<file path="config.mk">
export PLATFORM = sky130hd
export DESIGN_NAME = mc_control_fsm
export DESIGN_NICKNAME = d
export VERILOG_FILES = /design/src/rtl/mc_control_fsm.sv
export SDC_FILE = /design/constraint.sdc
export NUM_CORES = 1
export LEC_CHECK = 0
export CAP_MARGIN = 40
export CORE_MARGIN = 3
export CORE_UTILIZATION = 29
export CTS_CLUSTER_DIAMETER = 60
export DETAILED_ROUTE_END_ITERATION = 8
export GPL_TIMING_DRIVEN = 0
export PLACE_DENSITY = 0.66
export SKIP_LAST_GASP = 1
export SLEW_MARGIN = 20
export SYNTH_ARGS = -nofsm -noshare
export SYNTH_HDL_FRONTEND = slang
export SYNTH_SLANG_ARGS = --single-unit
</file>
<file path="constraint.sdc">
create_clock -name clk -period 3.9 [get_ports clk]
set_clock_uncertainty 0.15 [all_clocks]
set_input_delay 0.78 -clock clk [delete_from_list [all_inputs] [get_ports clk]]
set_output_delay 0.78 -clock clk [all_outputs]
set_load 0.02 [all_outputs]
</file>
<file path="src/rtl/mc_control_fsm.sv">
// Multicycle CPU control unit: decodes the IR and sequences fetch/decode/execute/
// memory/write-back, with memory wait handshake, idle/halt, sticky trap and retire count.
module mc_control_fsm #(
  parameter int unsigned IW       = 32,
  parameter int unsigned ALUOP_W  = 4,
  parameter logic [3:0]  ADD_OP   = 4'b0010,
  parameter bit          MEM_WAIT = 1'b1,
  parameter int unsigned CNT_W    = 16
) (
  input  logic               clk,
  input  logic               reset,
  input  logic [IW-1:0]      instr_in,
  input  logic               mem_ready,
  input  logic               halt,
  output logic [3:0]         state,
  output logic               PCWrite,
  output logic               MemRead,
  output logic               MemWrite,
  output logic               IRWrite,
  output logic               MemtoReg,
  output logic               ALUSrcA,
  output logic               RegWrite,
  output logic               BranchType,
  output logic               LUI,
  output logic               SW,
  output logic [1:0]         PCSource,
  output logic [1:0]         ALUSrcB,
  output logic [ALUOP_W-1:0] ALUOp,
  output logic               trap,
  output logic               busy,
  output logic [CNT_W-1:0]   retired
);

  typedef enum logic [3:0] {
    S_IDLE   = 4'd0,
    S_FETCH  = 4'd1,
    S_DECODE = 4'd2,
    S_MEMADR = 4'd3,
    S_EXEC_I = 4'd4,
    S_EXEC_R = 4'd5,
    S_BRANCH = 4'd6,
    S_JUMP   = 4'd7,
    S_MEM_RD = 4'd8,
    S_MEM_WR = 4'd9,
    S_ALU_WB = 4'd10,
    S_LD_WB  = 4'd11,
    S_LI_EX  = 4'd12,
    S_LUI_EX = 4'd13,
    S_IMM_WB = 4'd14,
    S_TRAP   = 4'd15
  } state_e;

  localparam logic [ALUOP_W-1:0] ADD_EXT = ALUOP_W'(ADD_OP);

  state_e             state_q, state_d;
  logic [CNT_W-1:0]   retired_q, retired_d;
  logic               retire;
  logic               ready;
  logic [1:0]         cls;
  logic [3:0]         op;
  logic [ALUOP_W-1:0] op_ext;
  logic               is_noop, is_load, is_store;
  logic               unused_instr;

  assign cls      = instr_in[IW-1:IW-2];
  assign op       = instr_in[IW-3:IW-6];
  assign op_ext   = ALUOP_W'(op);
  assign ready    = MEM_WAIT ? mem_ready : 1'b1;
  assign is_noop  = (instr_in[IW-1:IW-6] == 6'd0);
  assign is_load  = (cls == 2'b11) && ((op == 4'b1011) || (op == 4'b1101));
  assign is_store = (cls == 2'b11) && ((op == 4'b1100) || (op == 4'b1110));
  assign unused_instr = ^instr_in[IW-7:0];

  always_ff @(posedge clk or posedge reset) begin
    if (reset) begin
      state_q   <= S_IDLE;
      retired_q <= '0;
    end else begin
      state_q   <= state_d;
      retired_q <= retired_d;
    end
  end

  always_comb begin
    state_d    = state_q;
    retire     = 1'b0;
    PCWrite    = 1'b0;
    MemRead    = 1'b0;
    MemWrite   = 1'b0;
    IRWrite    = 1'b0;
    MemtoReg   = 1'b0;
    ALUSrcA    = 1'b0;
    RegWrite   = 1'b0;
    BranchType = 1'b0;
    LUI        = 1'b0;
    SW         = 1'b0;
    PCSource   = 2'b00;
    ALUSrcB    = 2'b00;
    ALUOp      = '0;
    trap       = 1'b0;
    busy       = (state_q != S_IDLE) && (state_q != S_TRAP);

    case (state_q)
      S_IDLE: if (!halt) state_d = S_FETCH;
      S_FETCH: begin
        MemRead = 1'b1;
        ALUSrcB = 2'b01;
        ALUOp   = ADD_EXT;
        PCWrite = ready;
        IRWrite = ready;
        if (ready) state_d = S_DECODE;
      end
      S_DECODE: begin
        ALUSrcB = 2'b11;
        if (is_noop) begin
          retire  = 1'b1;
          state_d = halt ? S_IDLE : S_FETCH;
        end else begin
          case (cls)
            2'b00:   state_d = S_JUMP;
            2'b01:   state_d = S_EXEC_R;
            2'b10:   state_d = S_BRANCH;
            default: begin
              case (op)
                4'b1001:                            state_d = S_LI_EX;
                4'b1010:                            state_d = S_LUI_EX;
                4'b1011, 4'b1101, 4'b1100, 4'b1110: state_d = S_MEMADR;
                4'b1111:                            state_d = S_TRAP;
                default:                            state_d = S_EXEC_I;
              endcase
            end
          endcase
        end
      end
      S_MEMADR: begin
        ALUSrcA = 1'b1;
        ALUSrcB = 2'b10;
        ALUOp   = ADD_EXT;
        SW      = is_store;
        state_d = is_store ? S_MEM_WR : S_MEM_RD;
      end
      S_EXEC_I: begin
        ALUSrcA = 1'b1;
        ALUSrcB = 2'b10;
        ALUOp   = op_ext;
        state_d = S_ALU_WB;
      end
      S_EXEC_R: begin
        ALUSrcA = 1'b1;
        ALUOp   = op_ext;
        state_d = S_ALU_WB;
      end
      S_MEM_RD: begin
        MemRead = 1'b1;
        if (ready) state_d = S_LD_WB;
      end
      // Store retires on the handshake cycle itself; MemWrite/SW held through wait.
      S_MEM_WR: begin
        MemWrite = 1'b1;
        SW       = 1'b1;
        if (ready) begin
          retire  = 1'b1;
          state_d = halt ? S_IDLE : S_FETCH;
        end
      end
      S_LI_EX, S_LUI_EX: begin
        ALUSrcB = 2'b11;
        ALUOp   = op_ext;
        LUI     = (state_q == S_LUI_EX);
        state_d = S_IMM_WB;
      end
      S_BRANCH, S_JUMP, S_ALU_WB, S_LD_WB, S_IMM_WB: begin
        PCWrite    = (state_q == S_BRANCH) || (state_q == S_JUMP);
        BranchType = (state_q == S_BRANCH);
        PCSource   = (state_q == S_JUMP) ? 2'b10 : 2'b00;
        RegWrite   = (state_q == S_ALU_WB) || (state_q == S_LD_WB) || (state_q == S_IMM_WB);
        MemtoReg   = (state_q == S_LD_WB);
        LUI        = (state_q == S_IMM_WB) && (op == 4'b1010);
        retire     = 1'b1;
        state_d    = halt ? S_IDLE : S_FETCH;
      end
      S_TRAP: trap = 1'b1;
      default: state_d = S_IDLE;
    endcase

    retired_d = retire ? retired_q + CNT_W'(1) : retired_q;
  end

  assign state   = state_q;
  assign retired = retired_q;

endmodule

</file>
==> results.py, run 1 <==
# Metrics from the implementation run
metrics = {
    "drt": {
        "dr_wl_met3_um": 308,
        "routed.top_layer": "met4",
        "post_drt_via_cell_ratio": 5.01,
        "wire_per_inst_um": 13.6,
        "dr.pass1.iters": 4,
        "wl_met2_um": 1690,
        "drt-met1-wl_um": 1870,
        "drc_errors": 0,
        "drtIter0Drc": 56,
    },
    "worst_setup_path": {
        "cp.depth": 5,
        "rrSetupSlack_ns": 1.84,
        "worstPathCellList": "clkdlybuf4s50_1 > nand3_1 > nor4_1 > or2_2 > clkdlybuf4s50_1",
        "cp.required_ns": 2.97,
        "cpMostUsedCell": "clkdlybuf4s50_1",
        "rr_endpoint": "state[0]$_DFFE_PP0P_",
        "r2r_start": "state[2]$_DFFE_PP0P_",
        "crit_fanout": 6,
        "crit_family": "buffers and inverters",
        "cpMaxStageDelayCell": "clkdlybuf4s50_1",
        "crit_path_start": "instr_in[29]",
        "slowest_delay_ns": 0.61,
        "cp_num_buf_inv": 2,
        "crit_end": "SW",
    },
    "power": {
        "maxPowerGroup": "combinational cells",
        "powerClk_uw": 162,
        "pwr-share-clk_pct": 12.0,
        "p_comb_share_pct": 65.4,
        "irDropWorstVdd_mv": 0.316,
        "total_power_uw": 1340,
        "p_seq_uw": 304,
        "p_comb_uw": 878,
        "p_per_area_mw_per_mm2": 643,
        "switching_power_uw": 611,
        "power.share.sequential_pct": 22.6,
    },
    "clock_network": {
        "path_clk_slew_ns": 0.08,
        "cts_hold_buffers": 0,
        "cts_root_buffer": "clkbuf_8",
        "post-cts-setup-buffers": 0,
        "cts_max_level": 1,
        "clk_latency_ns": 0.26,
        "cts_buffer_depth": 2,
        "clkSinkCount": 20,
        "cts_tree": "done",
    },
    "job": {
        "warnings": 52,
    },
    "final_layout": {
        "finish.utilization_pct": 43.1,
        "comb_share_pct": 41.6,
        "comb_area_sq_um": 871,
        "area_delta_synth_final_pct": 40.2,
        "design_area_sq_mm": 0.00209,
        "stdcell_count": 288,
        "lay_top_cells": "clkdlybuf4s50_1 (46), dfrtp_1 (20), xnor2_1 (17)",
        "clock_buffers": 4,
        "n_antenna_cell": 0,
        "regArea_sq_um": 500,
        "largest_class": "combinational gates",
        "logic_gates": 131,
        "nNonClkInverters": 3,
        "buf_share_pct": 27.3,
        "fillers": 495,
        "seq_cell_count": 20,
        "final_common_cell": "clkdlybuf4s50_1",
        "drive_gt1_share_pct": 9.50,
    },
    "global_routing": {
        "grt_pass1_vias": 1409,
        "grt.total_usage_pct": 12.9,
        "antenna_found_initial": 0,
        "grt-ovfl-total": 0,
        "grt_pass1_wl_um": 6380,
        "gr-usage-met1_pct": 16.5,
        "grt_max_degree": 21,
    },
    "hold_path": {
        "hold_path_depth": 1,
        "holdCritStartpoint": "retired[15]$_DFFE_PP0P_",
        "hold_path_class": "flop to flop",
    },
    "synth": {
        "numSynthFlops": 20,
        "synthDistinctLibCells": 44,
        "avgSynthCellArea_sq_um": 8.73,
        "syn_nets": 208,
        "edf_count": 0,
        "top_cells_by_count": "dfrtp_1 (20), xnor2_1 (17), nor2_1 (14)",
        "xor_share_pct": 10.6,
        "synth-warning-count": 0,
        "simple_gate_share_pct": 24.7,
        "ff_type": "dfrtp_1",
        "synth.top_cells.by_area": "dfrtp_1 (34%), xnor2_1 (10%), o2111ai_1 (4.7%)",
        "adder_share_pct": 0.838,
        "synth_area_sq_mm": 0.00149,
        "mux_share_pct": 0.754,
        "top_area_share_pct": 33.5,
        "largest_area_cell": "dfrtp_1",
        "top_cell": "dfrtp_1",
        "synthCells": 171,
        "yosysSeqAreaShare_pct": 33.5,
    },
    "final_timing": {
        "tightest_slew_ns": 0.755,
        "hold_slack_ns": 0.321,
        "setup_tns_ns": 0,
        "setup_viol": 0,
        "hold_viol": 0,
        "post-route-period-util_pct": 96.7,
        "maxSlewViolCount": 0,
        "max_freq_ghz": 0.265,
    },
    "status": {
        "status": "finished clean",
    },
    "placed_design": {
        "routabilityCongestion": 0.859,
        "io_buffers": 46,
        "dp_cells": 284,
        "placed_area_sq_mm": 0.00204,
    },
    "floorplanning": {
        "rows": 25,
        "taps": 67,
        "fp.coreArea_sq_mm": 0.00485,
        "chip_area_sq_mm": 0.00604,
        "initCoreUtil_pct": 30.8,
    },
}
==> run_1/class_map.png <==
The bar under the picture is 20 um long. Fill, decap, tap and diode cells in grey.
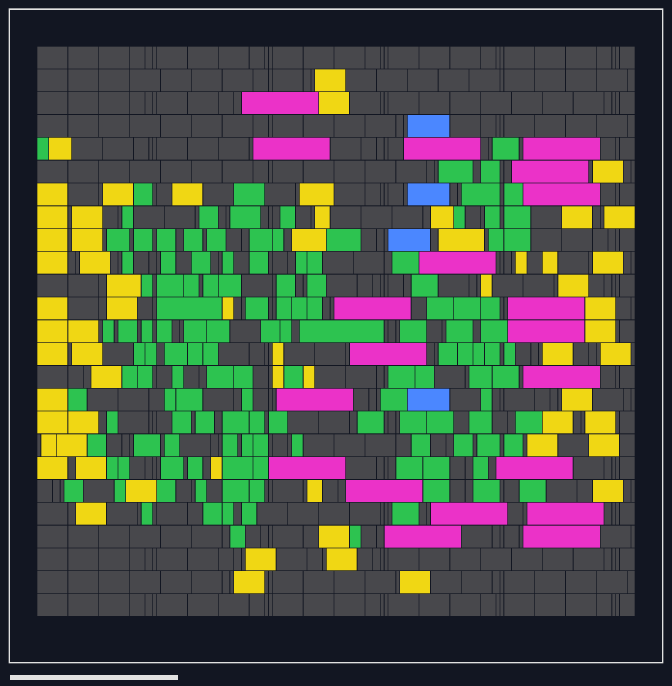
[blue] clock drivers and dummy loads | cells: 4 | share of their area: 2.7%
[magenta] registers | cells: 20 | share of their area: 25%
[green] remaining logic cells | cells: 134 | share of their area: 44%
[yellow] remaining buffers and delay cells | cells: 63 | share of their area: 28%

==> run_1/m2.png <==
The bar under the picture is 20 um long.
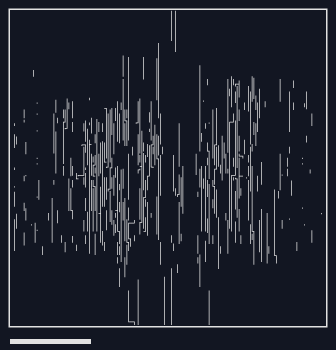
wire length on this layer: 1690 um
nets with wire on the layer: 192
longest straight run: 27.9 um
main direction: vertical
share of all routed wire: 43%
final WL: 3920 um
M2 GR Usage: 21.1%
DR vias: 1444

==> run_1/clock_wires.png <==
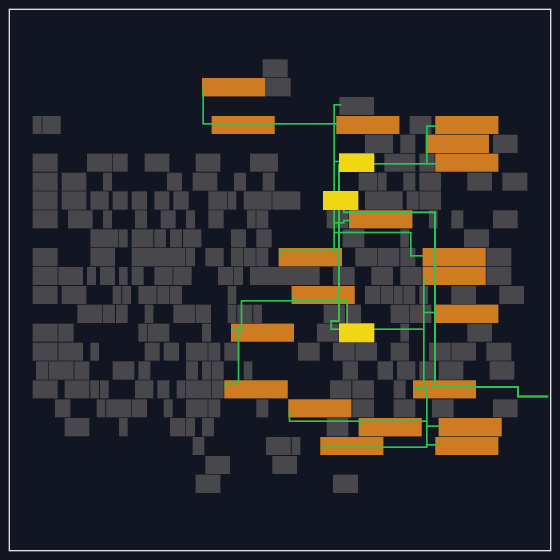
[green] clock wires | length: 299 um
[orange] flip-flops | count: 20
[yellow] clock-net drivers | count: 3
routed clock nets: 4

==> inputs of run 2 (changes only) <==
--- a/config.mk
+++ b/config.mk
@@ -17,3 +17,4 @@
 export SYNTH_ARGS = -nofsm -noshare
 export SYNTH_HDL_FRONTEND = slang
 export SYNTH_SLANG_ARGS = --single-unit
+export TNS_END_PERCENT = 30
==> run_2/placed.png <==
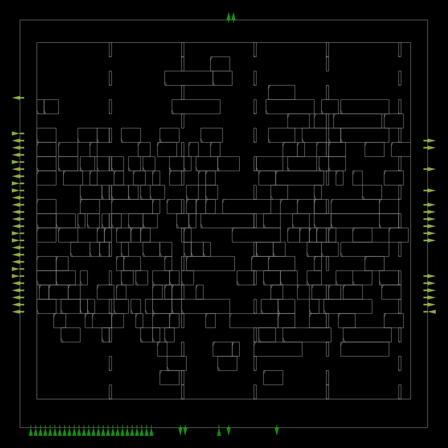
Rows: 25
Core Box Area: 0.00485 sq mm
num sequential: 20

==> run_2/m2.png <==
The bar under the picture is 20 um long.
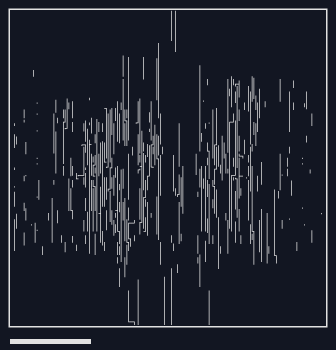
longest straight run: 27.9 um
share of all routed wire: 43%

==> run_2/class_map.png <==
The bar under the picture is 20 um long. Fill, decap, tap and diode cells in grey.
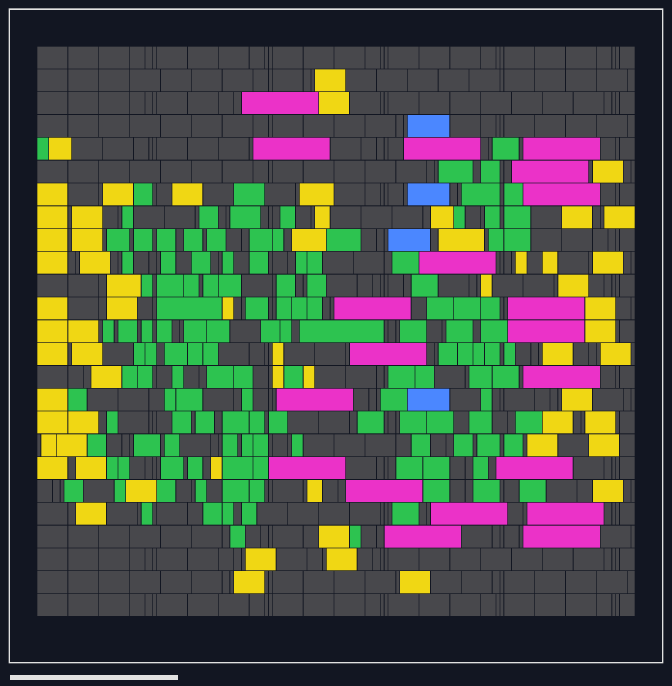
[green] remaining logic cells | cells: 134 | share of their area: 44%
[blue] clock drivers and dummy loads | cells: 4 | share of their area: 2.7%
[yellow] remaining buffers and delay cells | cells: 63 | share of their area: 28%
[magenta] registers | cells: 20 | share of their area: 25%
post-route cell area: 0.00209 sq mm
fin util: 43.1%
Seq area share: 23.9%

==> run 2 against run 1 <==
  * Total power stayed put
  * Combinational power hardly changed
  * Hold slack stayed put
  * Via count stayed put
  * Register-to-register slack hardly changed
  * Setup slack stayed put
  * First-iteration DRC count stayed put
  * Non-clock buffer count stayed put
  * Synthesized area stayed put
  * Sequential share of layout area stayed put
  * Maximum frequency stayed put
  * Clock power hardly changed
==> results.py, run 2 <==
# Metrics from the implementation run
metrics = {
    "status": {
        "status": "finished clean",
    },
    "synth": {
        "adder_share_pct": 0.838,
        "mux_share_pct": 0.754,
        "top_area_share_pct": 33.5,
        "synthCells": 171,
        "top_cells_by_count": "dfrtp_1 (20), xnor2_1 (17), nor2_1 (14)",
        "edf_count": 0,
        "syn_nets": 208,
        "numSynthFlops": 20,
        "ys_area_sq_mm": 0.00149,
        "synthDistinctLibCells": 44,
        "synth.top_cells.by_area": "dfrtp_1 (34%), xnor2_1 (10%), o2111ai_1 (4.7%)",
        "synth-warning-count": 0,
        "synth_area_sq_mm": 0.00149,
        "top_cell": "dfrtp_1",
        "largest_area_cell": "dfrtp_1",
        "yosysSeqAreaShare_pct": 33.5,
        "ff_type": "dfrtp_1",
        "simple_gate_share_pct": 24.7,
        "aoi_share_pct": 21.2,
        "avgSynthCellArea_sq_um": 8.73,
        "xor_share_pct": 10.6,
    },
    "power": {
        "irDropWorstVdd_mv": 0.316,
        "p_seq_uw": 304,
        "pwr-share-clk_pct": 12.0,
        "p_comb_share_pct": 65.4,
        "p_comb_uw": 878,
        "internal_power_uw": 733,
        "powerClk_uw": 162,
        "total_power_uw": 1340,
        "power.share.sequential_pct": 22.6,
        "switching_share_pct": 45.5,
        "leakage_uw": 0.000795,
        "switching_power_uw": 611,
        "maxPowerGroup": "combinational cells",
        "p_per_area_mw_per_mm2": 643,
    },
    "global_routing": {
        "gr-usage-met1_pct": 16.5,
        "busiest_layer": "met2",
        "gr-usage-met2_pct": 21.1,
        "grt-ovfl-total": 0,
        "antenna_found_initial": 0,
        "grt_pass1_wl_um": 6380,
        "grt_use_met3_pct": 2.90,
        "grt_pass1_vias": 1409,
        "grt.total_usage_pct": 12.9,
        "grt_max_degree": 21,
    },
    "worst_setup_path": {
        "endpoint_kind": "output port",
        "cp.depth": 5,
        "r2r_start": "state[2]$_DFFE_PP0P_",
        "cpMaxStageDelayCell": "clkdlybuf4s50_1",
        "worstPathCellList": "clkdlybuf4s50_1 > nand3_1 > nor4_1 > or2_2 > clkdlybuf4s50_1",
        "crit_path_start": "instr_in[29]",
        "cp_num_buf_inv": 2,
        "reg2reg_depth": 6,
        "crit_fanout": 6,
        "crit_family": "buffers and inverters",
        "cp.required_ns": 2.97,
        "cpMostUsedCell": "clkdlybuf4s50_1",
        "slowest_delay_ns": 0.61,
        "crit_end": "SW",
        "rrSetupSlack_ns": 1.84,
        "rr_endpoint": "state[0]$_DFFE_PP0P_",
    },
    "clock_network": {
        "cts_root_buffer": "clkbuf_8",
        "cts_resized": 0,
        "cts_buffer_depth": 2,
        "clkSinkCount": 20,
        "cts_max_level": 1,
        "clk_latency_ns": 0.26,
        "cts_hold_buffers": 0,
        "path_clk_slew_ns": 0.08,
        "cts_tree": "done",
        "post-cts-setup-buffers": 0,
        "numCtsBuffers": 3,
    },
    "final_timing": {
        "tightest_slew_ns": 0.755,
        "setup_tns_ns": 0,
        "post-route-period-util_pct": 96.7,
        "maxSlewViolCount": 0,
        "max_freq_ghz": 0.265,
        "setup_viol": 0,
        "relSlewSlack_pct": 49.6,
        "hold_viol": 0,
        "rsz0062_at_grt": "false",
        "hold_slack_ns": 0.321,
        "fin_ws_ns": 0.128,
    },
    "hold_path": {
        "holdCritStartpoint": "retired[15]$_DFFE_PP0P_",
        "hold_path_depth": 1,
        "hold_path_end": "retired[15]$_DFFE_PP0P_",
        "hold_path_class": "flop to flop",
    },
    "final_layout": {
        "regArea_sq_um": 500,
        "clock_buffers": 4,
        "fillers": 495,
        "lay_top_cells": "clkdlybuf4s50_1 (46), dfrtp_1 (20), xnor2_1 (17)",
        "n_antenna_cell": 0,
        "buf_share_pct": 27.3,
        "comb_area_sq_um": 871,
        "logic_gates": 131,
        "final_common_cell": "clkdlybuf4s50_1",
        "comb_share_pct": 41.6,
        "drive_gt1_share_pct": 9.50,
        "clockNetworkAreaShare_pct": 2.63,
        "nets": 259,
        "largest_class": "combinational gates",
        "stdcell_count": 288,
        "nNonClkInverters": 3,
        "area_delta_synth_final_pct": 40.2,
    },
    "drt": {
        "wl_met2_um": 1690,
        "drc_errors": 0,
        "routed.top_layer": "met4",
        "vias": 1444,
        "post_drt_via_cell_ratio": 5.01,
        "drt-met1-wl_um": 1870,
        "ant_nets": 0,
        "drt-total-wl_um": 3920,
        "wire_per_inst_um": 13.6,
        "drtIter0Drc": 56,
        "dr.pass1.iters": 4,
        "dr_wl_met3_um": 308,
    },
    "floorplanning": {
        "initCoreUtil_pct": 30.8,
        "chip_area_sq_mm": 0.00604,
        "num_io_pins": 76,
        "taps": 67,
        "die_x_um": 77.7,
    },
    "placed_design": {
        "hpwlAfterDp_um": 2980,
        "routabilityCongestion": 0.859,
        "dp_cells": 284,
        "post-place-ws_ns": 0.166,
        "io_buffers": 46,
        "placed_area_sq_mm": 0.00204,
    },
    "job": {
        "warnings": 52,
    },
}
==> run_2/floorplan.png <==
Pins as bars on the die edge. Tap cells in grey.
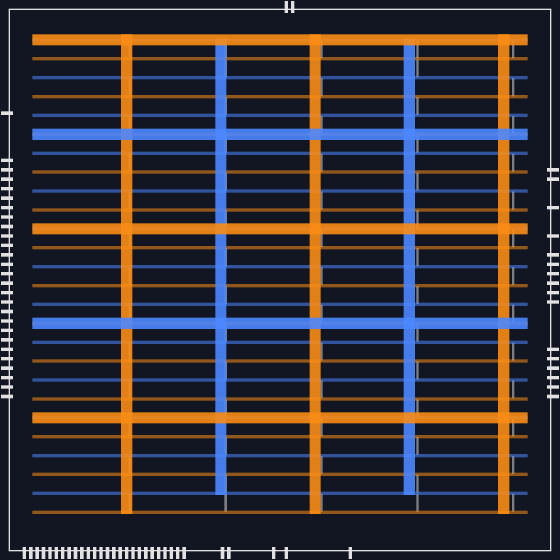

==> inputs of run 3 (changes only) <==
--- a/config.mk
+++ b/config.mk
@@ -11,7 +11,7 @@
 export CTS_CLUSTER_DIAMETER = 60
 export DETAILED_ROUTE_END_ITERATION = 8
 export GPL_TIMING_DRIVEN = 0
-export PLACE_DENSITY = 0.66
+export PLACE_DENSITY = 0.69
 export SKIP_LAST_GASP = 1
 export SLEW_MARGIN = 20
 export SYNTH_ARGS = -nofsm -noshare
==> constraint.sdc (replaced) <==
create_clock -name clk -period 3.15 [get_ports clk]
set_clock_uncertainty 0.15 [all_clocks]
set_input_delay 0.63 -clock clk [delete_from_list [all_inputs] [get_ports clk]]
set_output_delay 0.63 -clock clk [all_outputs]
set_load 0.02 [all_outputs]
==> run_3/floorplan.png <==
Pins as bars on the die edge. Tap cells in grey.
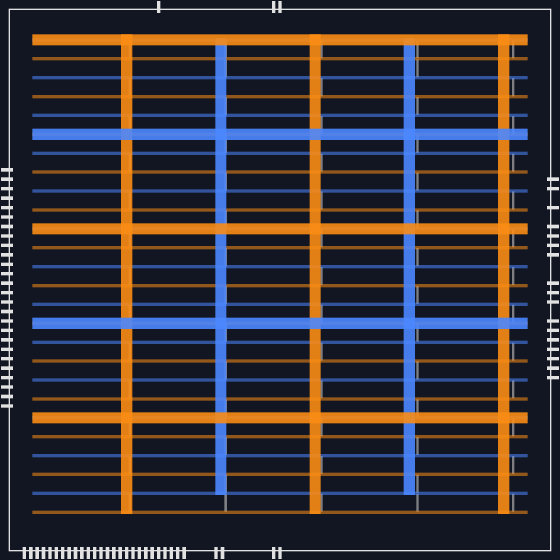
[orange] VSS
[blue] VDD
met4 straps: 5
met1 rails: 26
rows: 25
tap cells: 67
signal pins: 76
Die H: 77.7 um
Chip Width: 77.7 um

==> run_3/class_map.png <==
The bar under the picture is 20 um long. Fill, decap, tap and diode cells in grey.
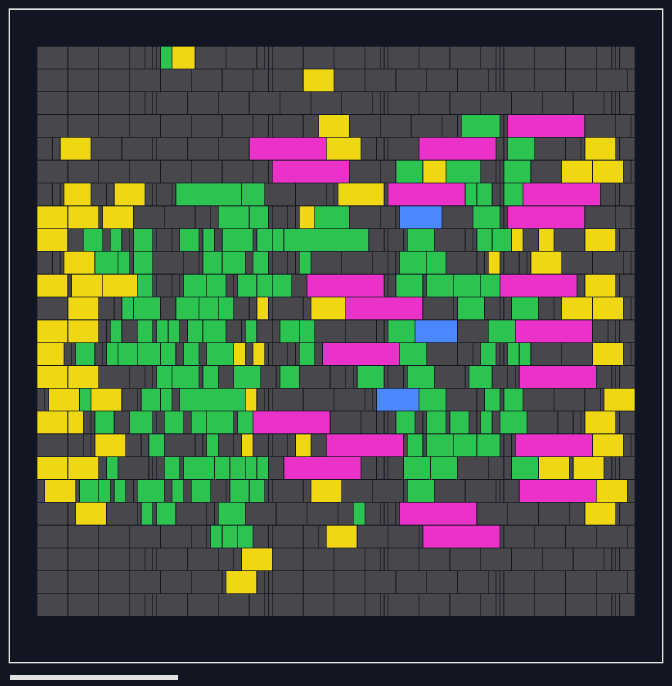
Seq area share: 23.9%
fin util: 43.2%
post-route cell area: 0.00210 sq mm

==> run 3 against run 2 <==
  * Via count up 0.55%
  * Synthesized cell count stayed put
  * Die size stayed put
  * Routed wire length rose by 2.2%
  * First-iteration DRC count up 79%
  * Utilization increased by 0.077 points
  * Critical path type unchanged
  * Setup slack worse by 0.0058 ns
  * Largest power group unchanged
  * Combinational power up 24%
  * Clock-buffer cell count shrank 1
  * Register-to-register slack worse by 0.61 ns
  * Hold slack better by 0.0048 ns
==> results.py, run 3 <==
# Metrics from the implementation run
metrics = {
    "status": {
        "status": "finished clean",
    },
    "final_layout": {
        "nets": 259,
        "area_delta_synth_final_pct": 40.4,
        "lay_top_cells": "clkdlybuf4s50_1 (44), dfrtp_1 (20), xnor2_1 (17)",
        "seq_cell_count": 20,
        "n_antenna_cell": 0,
        "drive_gt1_share_pct": 10.5,
        "clockNetworkAreaShare_pct": 1.97,
        "logic_gates": 131,
        "fillers": 489,
        "comb_area_sq_um": 891,
    },
    "global_routing": {
        "grt_pass1_wl_um": 6740,
        "busiest_layer": "met2",
        "grt_max_degree": 21,
        "grt_use_met3_pct": 2.44,
        "grt.total_usage_pct": 13.4,
        "antenna_found_initial": 0,
    },
    "power": {
        "leakage_uw": 0.000798,
        "internal_power_uw": 880,
        "power.share.sequential_pct": 23.1,
        "p_comb_share_pct": 66.9,
        "switching_share_pct": 46.2,
        "p_comb_uw": 1090,
    },
    "placed_design": {
        "io_buffers": 46,
        "post-place-ws_ns": -0.270,
        "placed_area_sq_mm": 0.00204,
        "routabilityCongestion": 0.877,
    },
    "synth": {
        "xor_share_pct": 10.6,
        "aoi_share_pct": 21.2,
        "top_cells_by_count": "dfrtp_1 (20), xnor2_1 (17), nor2_1 (14)",
        "mux_share_pct": 0.754,
        "largest_area_cell": "dfrtp_1",
        "numSynthFlops": 20,
        "synth_area_sq_mm": 0.00149,
        "top_cell": "dfrtp_1",
        "synthCells": 171,
        "simple_gate_share_pct": 24.7,
        "synth.top_cells.by_area": "dfrtp_1 (34%), xnor2_1 (10%), o2111ai_1 (4.7%)",
        "ys_area_sq_mm": 0.00149,
        "syn_nets": 208,
    },
    "final_timing": {
        "setup_tns_ns": 0,
        "rsz0062_at_grt": "true",
        "setup_viol": 0,
        "hold_slack_ns": 0.325,
    },
    "drt": {
        "ant_nets": 0,
        "wire_per_inst_um": 14.0,
        "vias": 1452,
        "routed.top_layer": "met4",
        "drt-met1-wl_um": 1930,
    },
    "clock_network": {
        "post-cts-setup-buffers": 0,
        "cts_buffer_depth": 2,
        "cts_tree": "done",
        "path_clk_slew_ns": 0.07,
        "cts_max_level": 1,
    },
    "worst_setup_path": {
        "rr_endpoint": "retired[7]$_DFFE_PP0P_",
        "crit_family": "buffers and inverters",
        "slowest_delay_ns": 0.61,
        "cp.required_ns": 2.37,
        "crit_end": "LUI",
        "rrSetupSlack_ns": 1.23,
        "r2r_start": "state[1]$_DFFE_PP0P_",
    },
    "floorplanning": {
        "taps": 67,
        "rows": 25,
        "chip_area_sq_mm": 0.00604,
    },
    "hold_path": {
        "hold_path_end": "retired[15]$_DFFE_PP0P_",
    },
}
==> run_3/clock_wires.png <==
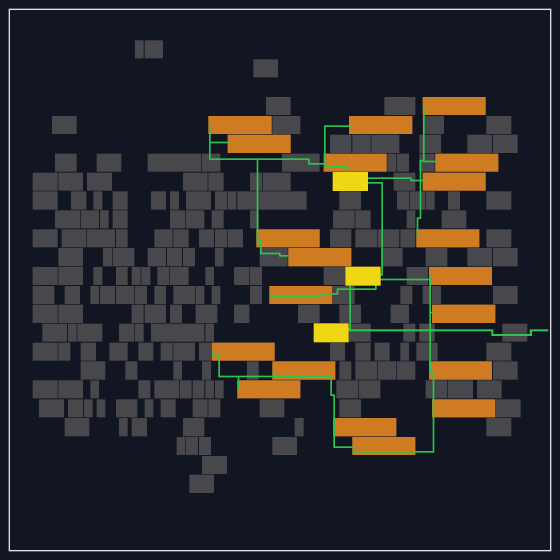
[green] clock wires | length: 261 um
[yellow] clock-net drivers | count: 3
[orange] flip-flops | count: 20
routed clock nets: 4

Power figures rest on the tool's default switching activity, not on a simulated workload.
